Fig. 1: run 1, the metal 1 layer
Cells faint in the background.
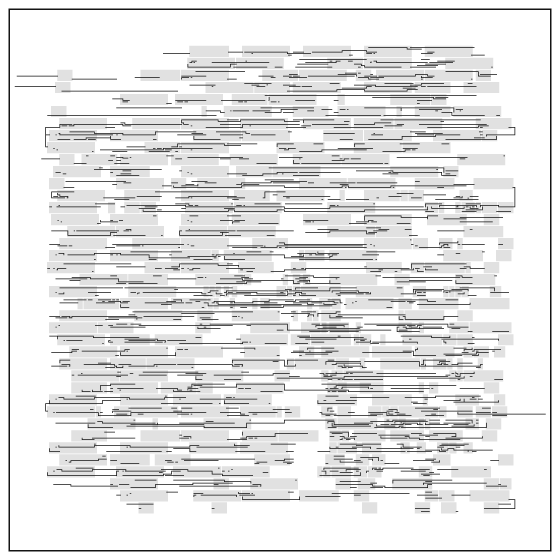
Fig. 2: run 1, met2 routing
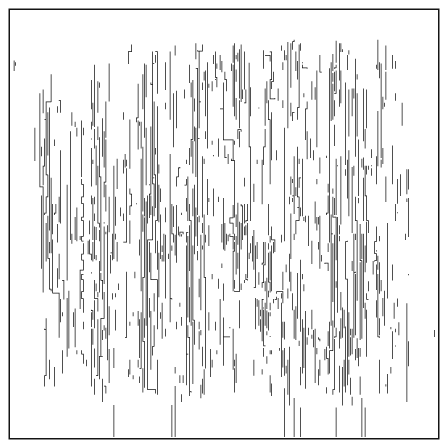
Fig. 3: run 1, signal wires on met4
Cells faint in the background.
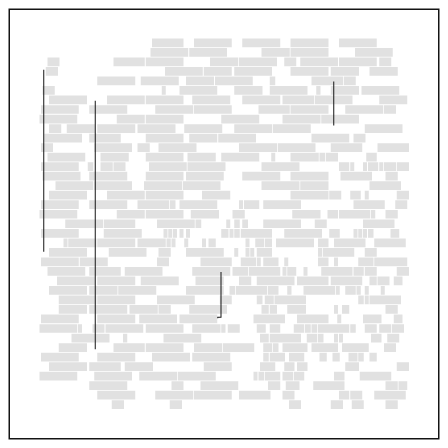
[src/rtl/param_sync_fifo.sv]
// Synchronous FIFO with registered read data, occupancy count and almost/full/empty status.
// Latency: a read accepted on edge N presents data on buf_out with rd_valid=1 until edge N+1.
// Backpressure: writes to a full FIFO are dropped (overflow) unless a read is accepted on the same edge.
//
// Ports:
//   clk, rst_n (async active-low), flush (sync clear of contents)
//   wr_en/buf_in write side; rd_en/buf_out/rd_valid read side
//   buf_full, buf_empty, almost_full, almost_empty, fifo_counter: status from registered state
//   overflow, underflow: error flags
// Build option: define FIFO_STICKY_ERR_EN to make overflow/underflow hold until flush or reset;
// otherwise they are one-cycle pulses.
module param_sync_fifo #(
    parameter int WIDTH    = 8,
    parameter int DEPTH    = 16,
    parameter int AF_LEVEL = DEPTH - 2,
    parameter int AE_LEVEL = 2,
    localparam int CW      = $clog2(DEPTH + 1)
) (
    input  logic             clk,
    input  logic             rst_n,
    input  logic             flush,
    input  logic             wr_en,
    input  logic [WIDTH-1:0] buf_in,
    input  logic             rd_en,
    output logic [WIDTH-1:0] buf_out,
    output logic             rd_valid,
    output logic             buf_full,
    output logic             buf_empty,
    output logic             almost_full,
    output logic             almost_empty,
    output logic [CW-1:0]    fifo_counter,
    output logic             overflow,
    output logic             underflow
);

    localparam int PW = (DEPTH > 1) ? $clog2(DEPTH) : 1;
    localparam logic [PW-1:0] LAST_PTR = PW'(DEPTH - 1);
    localparam logic [CW-1:0] FULL_CNT = CW'(DEPTH);
    localparam logic [CW-1:0] AF_CNT   = CW'(AF_LEVEL);
    localparam logic [CW-1:0] AE_CNT   = CW'(AE_LEVEL);

    logic [WIDTH-1:0] mem [DEPTH];
    logic [PW-1:0]    wr_ptr;
    logic [PW-1:0]    rd_ptr;

    logic wr_acc;
    logic rd_acc;
    logic ovf_req;
    logic unf_req;

    // Status is decoded purely from the registered count.
    assign buf_full     = (fifo_counter == FULL_CNT);
    assign buf_empty    = (fifo_counter == '0);
    assign almost_full  = (fifo_counter >= AF_CNT);
    assign almost_empty = (fifo_counter <= AE_CNT);

    // A full FIFO still takes a write when a read frees a slot on the same edge.
    // An empty FIFO never forwards write data straight to the read side.
    assign wr_acc  = !flush && wr_en && (!buf_full || rd_en);
    assign rd_acc  = !flush && rd_en && !buf_empty;
    assign ovf_req = !flush && wr_en && buf_full && !rd_en;
    assign unf_req = !flush && rd_en && buf_empty;

    // Storage carries no reset; only the pointers define what is valid.
    always_ff @(posedge clk) begin
        if (wr_acc) begin
            mem[wr_ptr] <= buf_in;
        end
    end

    always_ff @(posedge clk or negedge rst_n) begin
        if (!rst_n) begin
            wr_ptr       <= '0;
            rd_ptr       <= '0;
            fifo_counter <= '0;
            buf_out      <= '0;
            rd_valid     <= 1'b0;
        end else if (flush) begin
            wr_ptr       <= '0;
            rd_ptr       <= '0;
            fifo_counter <= '0;
            rd_valid     <= 1'b0;
        end else begin
            rd_valid <= rd_acc;
            if (wr_acc) begin
                wr_ptr <= (wr_ptr == LAST_PTR) ? '0 : wr_ptr + 1'b1;
            end
            if (rd_acc) begin
                rd_ptr  <= (rd_ptr == LAST_PTR) ? '0 : rd_ptr + 1'b1;
                buf_out <= mem[rd_ptr];
            end
            if (wr_acc && !rd_acc) begin
                fifo_counter <= fifo_counter + 1'b1;
            end else if (rd_acc && !wr_acc) begin
                fifo_counter <= fifo_counter - 1'b1;
            end
        end
    end

    always_ff @(posedge clk or negedge rst_n) begin
        if (!rst_n) begin
            overflow  <= 1'b0;
            underflow <= 1'b0;
        end else begin
`ifdef FIFO_STICKY_ERR_EN
            overflow  <= flush ? 1'b0 : (overflow  | ovf_req);
            underflow <= flush ? 1'b0 : (underflow | unf_req);
`else
            overflow  <= ovf_req;
            underflow <= unf_req;
`endif
        end
    end

endmodule

[config.mk]
export PLATFORM = sky130hd
export DESIGN_NAME = param_sync_fifo
export DESIGN_NICKNAME = d
export VERILOG_FILES = /design/src/rtl/param_sync_fifo.sv
export SDC_FILE = /design/constraint.sdc
export NUM_CORES = 1
export LEC_CHECK = 0
export CELL_PAD_IN_SITES_DETAIL_PLACEMENT = 0
export CELL_PAD_IN_SITES_GLOBAL_PLACEMENT = 1
export CORE_MARGIN = 8
export CORE_UTILIZATION = 55
export CTS_CLUSTER_DIAMETER = 30
export DETAILED_ROUTE_END_ITERATION = 6
export HOLD_SLACK_MARGIN = 0.05
export PLACE_DENSITY_LB_ADDON = 0.1
export SLEW_MARGIN = 20
export SYNTH_ARGS = -nofsm -noshare
export SYNTH_HDL_FRONTEND = slang
export SYNTH_SLANG_ARGS = --single-unit
export TNS_END_PERCENT = 20
[constraint.sdc]
create_clock -name clk -period 6.9 [get_ports clk]
set_input_delay 0.69 -clock clk [delete_from_list [all_inputs] [get_ports clk]]
set_output_delay 0.69 -clock clk [all_outputs]
set_load 0.05 [all_outputs]
==> report_table.html, run 1 <==
<h2>Implementation results</h2>
<table>
<tr><th>Metric</th><th>Value</th></tr>
<tr><th colspan="2">Logic synthesis</th></tr>
<tr><td>Async set-reset flop share out of synthesis</td><td>15.8%</td></tr>
<tr><td>Top post-synthesis cells by count</td><td>edfxtp_1 (128), mux4_2 (32), dfrtp_1 (24), nor2_1 (22), mux2i_1 (17)</td></tr>
<tr><td>Synth top area cells</td><td>edfxtp_1 (62%), mux4_2 (12%), dfrtp_1 (9.7%), mux2i_1 (2.7%), ha_1 (1.8%)</td></tr>
<tr><td>Cell area after synthesis</td><td>6210 sq um</td></tr>
<tr><td>Aoi share</td><td>4.49%</td></tr>
<tr><td>Cells after synthesis</td><td>332</td></tr>
<tr><td>YS warnings</td><td>0</td></tr>
<tr><td>Multiplexer share</td><td>14.8%</td></tr>
<tr><td>Top flip-flop cell by instance count after synthesis</td><td>edfxtp_1</td></tr>
<tr><th colspan="2">Power</th></tr>
<tr><td>Sequential power</td><td>1.10 mW</td></tr>
<tr><td>Net switching component of the power</td><td>0.750 mW</td></tr>
<tr><td>Biggest consumer</td><td>registers</td></tr>
<tr><td>Sequential share of power</td><td>42.3%</td></tr>
<tr><td>Power attributed to combinational cells</td><td>0.592 mW</td></tr>
<tr><td>Overall Power</td><td>2.59 mW</td></tr>
<tr><td>Static leakage power</td><td>2.38 nW</td></tr>
<tr><td>Maximum vdd ir drop</td><td>0.263 mV</td></tr>
<tr><td>Internal cell power</td><td>1.84 mW</td></tr>
<tr><td>Cell Pwr Density</td><td>358 nW/um^2</td></tr>
<tr><th colspan="2">Layout</th></tr>
<tr><td>Flip-flop count of the largest register, all copies and words added</td><td>128</td></tr>
<tr><td>Multi-input combinational cell count</td><td>158</td></tr>
<tr><td>Final cell count without fillers</td><td>526</td></tr>
<tr><td>Fraction of final layout cells with drive strength greater than 1</td><td>18.8%</td></tr>
<tr><td>Clk tree area frac</td><td>7.87%</td></tr>
<tr><td>Combinational cell area excluding buffers and inverters</td><td>1670 sq um</td></tr>
<tr><td>Layout overhead on the synthesized area</td><td>16.4%</td></tr>
<tr><td>Largest registers</td><td>mem (128), buf_out (8), fifo_counter (5)</td></tr>
<tr><td>Dominant logic cell types in the final layout</td><td>edfxtp_1 (128), mux4_2 (32), clkdlybuf4s50_1 (32)</td></tr>
<tr><th colspan="2">Placement</th></tr>
<tr><td>Placed Instances</td><td>494</td></tr>
<tr><td>Area post-placement</td><td>6650 sq um</td></tr>
<tr><td>Placer Congestion</td><td>0.752</td></tr>
<tr><th colspan="2">Setup path</th></tr>
<tr><td>Reg-to-reg endpoint</td><td>fifo_counter[4]</td></tr>
<tr><td>Launch point of the worst reg-to-reg path</td><td>fifo_counter[0]</td></tr>
<tr><td>Critical Path, Cell by Cell</td><td>or3_4 -&gt; nor3_1 -&gt; clkdlybuf4s50_1</td></tr>
<tr><td>Register-to-register path setup slack</td><td>3870 ps</td></tr>
<tr><td>Max stage delay on crit path</td><td>900 ps</td></tr>
<tr><td>Critical path depth</td><td>3</td></tr>
<tr><td>FF-to-FF path depth</td><td>9</td></tr>
<tr><td>Setup crit end</td><td>buf_empty</td></tr>
<tr><td>Worst Setup Start Kind</td><td>register</td></tr>
<tr><td>Max FO, Critical Path</td><td>7</td></tr>
<tr><th colspan="2">Clock tree</th></tr>
<tr><td>CTS Sinks</td><td>152</td></tr>
<tr><td>Clk root buf</td><td>clkbuf_16</td></tr>
<tr><td>TritonCTS clock tree</td><td>built</td></tr>
<tr><td># H-tree levels</td><td>4</td></tr>
<tr><td>Clock Path Buffers</td><td>2</td></tr>
<tr><td>Total of cells resized after clock tree synthesis</td><td>0</td></tr>
<tr><th colspan="2">STA</th></tr>
<tr><td>Setup Total Neg Slack</td><td>0 ps</td></tr>
<tr><td>Tightest slew margin relative to the limit</td><td>29.5%</td></tr>
<tr><td>Count of pins over their slew limit</td><td>0</td></tr>
<tr><td>Final hold slack</td><td>569 ps</td></tr>
<tr><td>Worst Tran Pin Value</td><td>1050 ps</td></tr>
<tr><td>Final period demand of the worst path</td><td>3310 ps</td></tr>
<tr><th colspan="2">Die</th></tr>
<tr><td>Total Die Area</td><td>14900 sq um</td></tr>
<tr><td>Core Util at FP</td><td>55.3%</td></tr>
<tr><td>IO Count</td><td>33</td></tr>
<tr><td>Die Ht</td><td>122 um</td></tr>
<tr><th colspan="2">Worst hold path</th></tr>
<tr><td>Worst hold-check path type</td><td>reg -&gt; reg</td></tr>
<tr><td>Endpoint of the worst hold path</td><td>buf_out[3]</td></tr>
<tr><td>Cells on Worst Hold Path</td><td>2</td></tr>
<tr><th colspan="2">Global routing</th></tr>
<tr><td>Global-route usage over all layers</td><td>17.4%</td></tr>
<tr><td>Wire length of the first global-routing pass</td><td>18700 um</td></tr>
<tr><td>GRT Residual Overflow</td><td>0</td></tr>
<tr><td>Global-route met2 utilization</td><td>25.5%</td></tr>
<tr><td>Via count of the first global-routing pass</td><td>3190</td></tr>
<tr><th colspan="2">Drt</th></tr>
<tr><td>First-pass iteration count of the detailed router</td><td>4</td></tr>
<tr><td>Wl on met1</td><td>5600 um</td></tr>
<tr><th colspan="2">Outcome</th></tr>
<tr><td>Run status</td><td>completed</td></tr>
</table>
-- Fig. 1 (at the start) --
share of all routed wire: 46%
wire length on this layer: 5600 um
main direction: horizontal
nets with wire on the layer: 357

-- Fig. 2 (at the start) --
share of all routed wire: 47%
longest straight run: 49.6 um
wire length on this layer: 5660 um

-- Fig. 3 (at the start) --
nets with wire on the layer: 2
main direction: vertical
longest straight run: 70.7 um

Fig. 4: run 1, cell area per tile
Scale bar: 20 um. 12 x 12 tiles, from dark blue (low) to red (high), 0 to 100% covered.
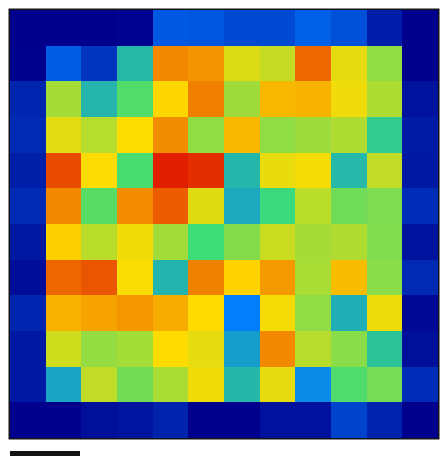

==> run 2: changes to the inputs <==
--- a/config.mk
+++ b/config.mk
@@ -8,7 +8,7 @@
 export CELL_PAD_IN_SITES_DETAIL_PLACEMENT = 0
 export CELL_PAD_IN_SITES_GLOBAL_PLACEMENT = 1
 export CORE_MARGIN = 8
-export CORE_UTILIZATION = 55
+export CORE_UTILIZATION = 47
 export CTS_CLUSTER_DIAMETER = 30
 export DETAILED_ROUTE_END_ITERATION = 6
 export HOLD_SLACK_MARGIN = 0.05
==> constraint.sdc (replaced) <==
create_clock -name clk -period 2.75 [get_ports clk]
set_input_delay 0.275 -clock clk [delete_from_list [all_inputs] [get_ports clk]]
set_output_delay 0.275 -clock clk [all_outputs]
set_load 0.05 [all_outputs]
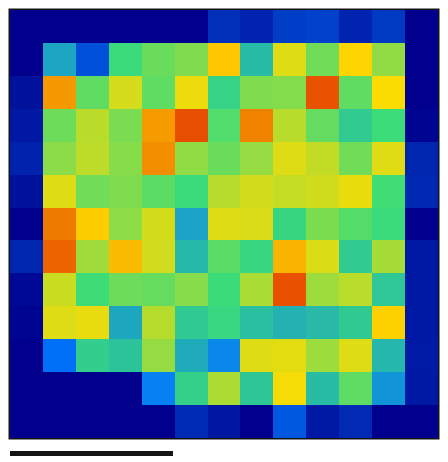
Fig. 5. Cell area per tile (run 2).
Scale bar: 50 um. 13 x 13 tiles, from dark blue (low) to red (high), 0 to 100% covered.
nearly empty tiles: 17%
tiles over 75% full: 8.9%
emptiest ninth of the die: south-west
densest ninth of the die: centre
final standard cell utilization of the core: 57.4%
Core Util at FP: 47.5%

==> report_table.html, run 2 <==
<h2>Implementation results</h2>
<table>
<tr><th>Metric</th><th>Value</th></tr>
<tr><th colspan="2">Layout</th></tr>
<tr><td>Multi-input combinational cell count</td><td>158 (unchanged)</td></tr>
<tr><td>Combinational cell area excluding buffers and inverters</td><td>1690 sq um (was 1670 sq um)</td></tr>
<tr><td>Fraction of final layout cells with drive strength greater than 1</td><td>26.3% (was 18.8%)</td></tr>
<tr><td>Flip-flop count of the largest register, all copies and words added</td><td>128 (unchanged)</td></tr>
<tr><td>Layout overhead on the synthesized area</td><td>20.9% (was 16.4%)</td></tr>
<tr><td>Dominant logic cell types in the final layout</td><td>edfxtp_1 (128), mux4_2 (32), clkdlybuf4s50_1 (30) (was edfxtp_1 (128), mux4_2 (32), clkdlybuf4s50_1 (32))</td></tr>
<tr><td>Largest registers</td><td>mem (128), buf_out (8), fifo_counter (5) (unchanged)</td></tr>
<tr><td>Clk tree area frac</td><td>7.65% (was 7.87%)</td></tr>
<tr><td>Register area</td><td>4450 sq um (about the same)</td></tr>
<tr><td>Final cell count without fillers</td><td>583 (was 526)</td></tr>
<tr><th colspan="2">Global routing</th></tr>
<tr><td>Via count of the first global-routing pass</td><td>3430 (was 3190)</td></tr>
<tr><td>Global-route usage over all layers</td><td>17.0% (was 17.4%)</td></tr>
<tr><td>Wire length of the first global-routing pass</td><td>20400 um (was 18700 um)</td></tr>
<tr><td>Maximum number of pins on one net before global-route repair</td><td>32 (was 38)</td></tr>
<tr><th colspan="2">Clock tree</th></tr>
<tr><td>TritonCTS clock tree</td><td>built (unchanged)</td></tr>
<tr><td># H-tree levels</td><td>4 (unchanged)</td></tr>
<tr><td>CTS Sinks</td><td>152 (unchanged)</td></tr>
<tr><td>Clock Path Buffers</td><td>2 (unchanged)</td></tr>
<tr><th colspan="2">Die</th></tr>
<tr><td>Die Ht</td><td>131 um (was 122 um)</td></tr>
<tr><td>IO Count</td><td>33 (unchanged)</td></tr>
<tr><td>Total Die Area</td><td>17100 sq um (was 14900 sq um)</td></tr>
<tr><th colspan="2">Setup path</th></tr>
<tr><td>Count of buffering cells on the critical path with inverters included</td><td>1 (unchanged)</td></tr>
<tr><td>Setup crit end</td><td>almost_empty (was buf_empty)</td></tr>
<tr><td>Reg-to-reg endpoint</td><td>fifo_counter[4] (unchanged)</td></tr>
<tr><td>Launch point of the worst reg-to-reg path</td><td>fifo_counter[2] (was fifo_counter[0])</td></tr>
<tr><td>Register-to-register path setup slack</td><td>300 ps (was 3870 ps)</td></tr>
<tr><td>Critical Path, Cell by Cell</td><td>a2111oi_1 -&gt; clkdlybuf4s50_1 (was or3_4 -&gt; nor3_1 -&gt; clkdlybuf4s50_1)</td></tr>
<tr><td>Max stage delay on crit path</td><td>880 ps (was 900 ps)</td></tr>
<tr><td>Critical path depth</td><td>2 (was 3)</td></tr>
<tr><td>Max FO, Critical Path</td><td>7 (unchanged)</td></tr>
<tr><th colspan="2">Logic synthesis</th></tr>
<tr><td>Synthesized area divided by synthesized cell count</td><td>18.7 sq um (unchanged)</td></tr>
<tr><td>YS warnings</td><td>0 (unchanged)</td></tr>
<tr><td>Async set-reset flop share out of synthesis</td><td>15.8% (unchanged)</td></tr>
<tr><td>Top flip-flop cell by instance count after synthesis</td><td>edfxtp_1 (unchanged)</td></tr>
<tr><td>Cells after synthesis</td><td>332 (unchanged)</td></tr>
<tr><td>Aoi share</td><td>4.49% (unchanged)</td></tr>
<tr><td>Multiplexer share</td><td>14.8% (unchanged)</td></tr>
<tr><td>Count of distinct cell types in the synthesized netlist</td><td>46 (unchanged)</td></tr>
<tr><td>Cell area after synthesis</td><td>6210 sq um (unchanged)</td></tr>
<tr><th colspan="2">STA</th></tr>
<tr><td>Final hold slack</td><td>235 ps (was 569 ps)</td></tr>
<tr><td>Setup Total Neg Slack</td><td>0 ps (unchanged)</td></tr>
<tr><td>Tightest slew margin relative to the limit</td><td>27.1% (was 29.5%)</td></tr>
<tr><td>RSZ-0062 raised after global routing</td><td>no (unchanged)</td></tr>
<tr><td>Final Hold Violation Tally</td><td>0 (unchanged)</td></tr>
<tr><td>Final period demand of the worst path</td><td>2470 ps</td></tr>
<tr><td>Worst Tran Pin Value</td><td>1080 ps (was 1050 ps)</td></tr>
<tr><td>Count of pins over their slew limit</td><td>0 (unchanged)</td></tr>
<tr><th colspan="2">Drt</th></tr>
<tr><td>Wl on met1</td><td>5790 um (was 5600 um)</td></tr>
<tr><td>First-pass iteration count of the detailed router</td><td>5 (was 4)</td></tr>
<tr><th colspan="2">Power</th></tr>
<tr><td>Maximum vdd ir drop</td><td>0.395 mV (was 0.263 mV)</td></tr>
<tr><td>Sequential power</td><td>2.78 mW (was 1.10 mW)</td></tr>
<tr><td>Sequential share of power</td><td>42.2% (was 42.3%)</td></tr>
<tr><td>Net switching component of the power</td><td>1.97 mW (was 0.750 mW)</td></tr>
<tr><td>Static leakage power</td><td>2.51 nW (was 2.38 nW)</td></tr>
<tr><td>Cell Pwr Density</td><td>879 nW/um^2 (was 358 nW/um^2)</td></tr>
<tr><td>Overall Power</td><td>6.60 mW (was 2.59 mW)</td></tr>
<tr><td>Part of the power in combinational logic</td><td>23.6% (was 22.9%)</td></tr>
<tr><td>Power attributed to combinational cells</td><td>1.56 mW (was 0.592 mW)</td></tr>
<tr><td>Internal cell power</td><td>4.63 mW (was 1.84 mW)</td></tr>
<tr><th colspan="2">Worst hold path</th></tr>
<tr><td>Worst hold-check path type</td><td>in -&gt; async (was reg -&gt; reg)</td></tr>
<tr><th colspan="2">Outcome</th></tr>
<tr><td>Run status</td><td>completed (unchanged)</td></tr>
<tr><th colspan="2">Placement</th></tr>
<tr><td>Placed Instances</td><td>551 (was 494)</td></tr>
<tr><td>Area post-placement</td><td>6930 sq um (was 6650 sq um)</td></tr>
</table>
Fig. 6: run 2, track usage over the die
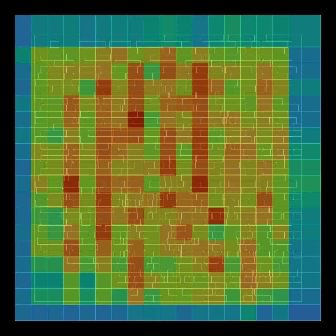

==> run 3: changes to the inputs <==
--- a/config.mk
+++ b/config.mk
@@ -7,10 +7,10 @@
 export LEC_CHECK = 0
 export CELL_PAD_IN_SITES_DETAIL_PLACEMENT = 0
 export CELL_PAD_IN_SITES_GLOBAL_PLACEMENT = 1
-export CORE_MARGIN = 8
-export CORE_UTILIZATION = 47
+export CORE_UTILIZATION = 52
 export CTS_CLUSTER_DIAMETER = 30
 export DETAILED_ROUTE_END_ITERATION = 6
+export GPL_TIMING_DRIVEN = 0
 export HOLD_SLACK_MARGIN = 0.05
 export PLACE_DENSITY_LB_ADDON = 0.1
 export SLEW_MARGIN = 20
==> constraint.sdc (replaced) <==
create_clock -name clk -period 2.6 [get_ports clk]
set_input_delay 0.26 -clock clk [delete_from_list [all_inputs] [get_ports clk]]
set_output_delay 0.26 -clock clk [all_outputs]
set_load 0.05 [all_outputs]
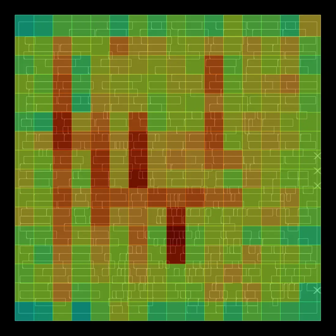
Fig. 7. Track usage over the die (run 3).
GR met3 Demand/Resource: 4.48%
global-route met2 utilization: 33.3%
grt met1 use: 29.0%
global-route usage over all layers: 21.3%

==> report_table.html, run 3 <==
<h2>Implementation results</h2>
<table>
<tr><th>Metric</th><th>Value</th></tr>
<tr><th colspan="2">Outcome</th></tr>
<tr><td>Run status</td><td>finished, violations left (was completed)</td></tr>
<tr><td>Violated checks</td><td>design-rule violations</td></tr>
<tr><th colspan="2">Clock tree</th></tr>
<tr><td>Total of cells resized after clock tree synthesis</td><td>12 (was 0)</td></tr>
<tr><td># H-tree levels</td><td>4 (unchanged)</td></tr>
<tr><td>Clk root buf</td><td>clkbuf_16 (unchanged)</td></tr>
<tr><td>TritonCTS clock tree</td><td>built (unchanged)</td></tr>
<tr><th colspan="2">STA</th></tr>
<tr><td>Worst Tran Pin Value</td><td>932 ps (was 1080 ps)</td></tr>
<tr><td>Final Hold Violation Tally</td><td>0 (unchanged)</td></tr>
<tr><td>RSZ-0062 raised after global routing</td><td>yes (was no)</td></tr>
<tr><th colspan="2">Logic synthesis</th></tr>
<tr><td>YS warnings</td><td>0 (unchanged)</td></tr>
<tr><td>Top post-synthesis cells by count</td><td>edfxtp_1 (128), mux4_2 (32), dfrtp_1 (24), nor2_1 (22), mux2i_1 (17) (unchanged)</td></tr>
<tr><td>Count of distinct cell types in the synthesized netlist</td><td>46 (unchanged)</td></tr>
<tr><td>Synthesized area divided by synthesized cell count</td><td>18.7 sq um (unchanged)</td></tr>
<tr><td>Synth top area cells</td><td>edfxtp_1 (62%), mux4_2 (12%), dfrtp_1 (9.7%), mux2i_1 (2.7%), ha_1 (1.8%) (unchanged)</td></tr>
<tr><td>Async set-reset flop share out of synthesis</td><td>15.8% (unchanged)</td></tr>
<tr><td>Multiplexer share</td><td>14.8% (unchanged)</td></tr>
<tr><td>Top flip-flop cell by instance count after synthesis</td><td>edfxtp_1 (unchanged)</td></tr>
<tr><td>Cells after synthesis</td><td>332 (unchanged)</td></tr>
<tr><td>Aoi share</td><td>4.49% (unchanged)</td></tr>
<tr><th colspan="2">Layout</th></tr>
<tr><td>Register area</td><td>4450 sq um (unchanged)</td></tr>
<tr><td>Combinational cell area excluding buffers and inverters</td><td>1760 sq um (was 1690 sq um)</td></tr>
<tr><td>Largest registers</td><td>mem (128), buf_out (8), fifo_counter (5) (unchanged)</td></tr>
<tr><td>Final standard cell utilization of the core</td><td>64.8% (was 57.4%)</td></tr>
<tr><td>Layout overhead on the synthesized area</td><td>20.1% (was 20.9%)</td></tr>
<tr><td>Fraction of final layout cells with drive strength greater than 1</td><td>25.2% (was 26.3%)</td></tr>
<tr><td>Multi-input combinational cell count</td><td>158 (unchanged)</td></tr>
<tr><td>Dominant logic cell types in the final layout</td><td>edfxtp_1 (128), mux4_2 (32), clkdlybuf4s50_1 (29) (was edfxtp_1 (128), mux4_2 (32), clkdlybuf4s50_1 (30))</td></tr>
<tr><th colspan="2">Setup path</th></tr>
<tr><td>Critical path depth</td><td>6 (was 2)</td></tr>
<tr><td>Critical Path, Cell by Cell</td><td>clkdlybuf4s50_1 -&gt; nand2b_1 -&gt; a31oi_4 -&gt; buf_2 -&gt; nand2_1 -&gt; nor3b_4 (was a2111oi_1 -&gt; clkdlybuf4s50_1)</td></tr>
<tr><td>Count of buffering cells on the critical path with inverters included</td><td>2 (was 1)</td></tr>
<tr><td>Max stage delay on crit path</td><td>590 ps (was 880 ps)</td></tr>
<tr><td>Launch point of the worst reg-to-reg path</td><td>fifo_counter[3] (was fifo_counter[2])</td></tr>
<tr><th colspan="2">Drt</th></tr>
<tr><td>First-pass iteration count of the detailed router</td><td>6 (was 5)</td></tr>
<tr><td>DRC violations left</td><td>9 (was 0)</td></tr>
<tr><th colspan="2">Placement</th></tr>
<tr><td>Placer Congestion</td><td>0.744 (was 0.707)</td></tr>
<tr><td>Area post-placement</td><td>6770 sq um (was 6930 sq um)</td></tr>
<tr><th colspan="2">Die</th></tr>
<tr><td>IO Count</td><td>33 (unchanged)</td></tr>
<tr><td>Core Util at FP</td><td>53.9% (was 47.5%)</td></tr>
<tr><td>Die Ht</td><td>111 um (was 131 um)</td></tr>
<tr><th colspan="2">Power</th></tr>
<tr><td>Static leakage power</td><td>2.46 nW (was 2.51 nW)</td></tr>
<tr><td>Part of the power in combinational logic</td><td>23.5% (was 23.6%)</td></tr>
<tr><td>Cell Pwr Density</td><td>959 nW/um^2 (was 879 nW/um^2)</td></tr>
<tr><th colspan="2">Global routing</th></tr>
<tr><td>Wire length of the first global-routing pass</td><td>18500 um (was 20400 um)</td></tr>
<tr><td>GRT Residual Overflow</td><td>0 (unchanged)</td></tr>
</table>
Power figures rest on the tool's default switching activity, not on a simulated workload.
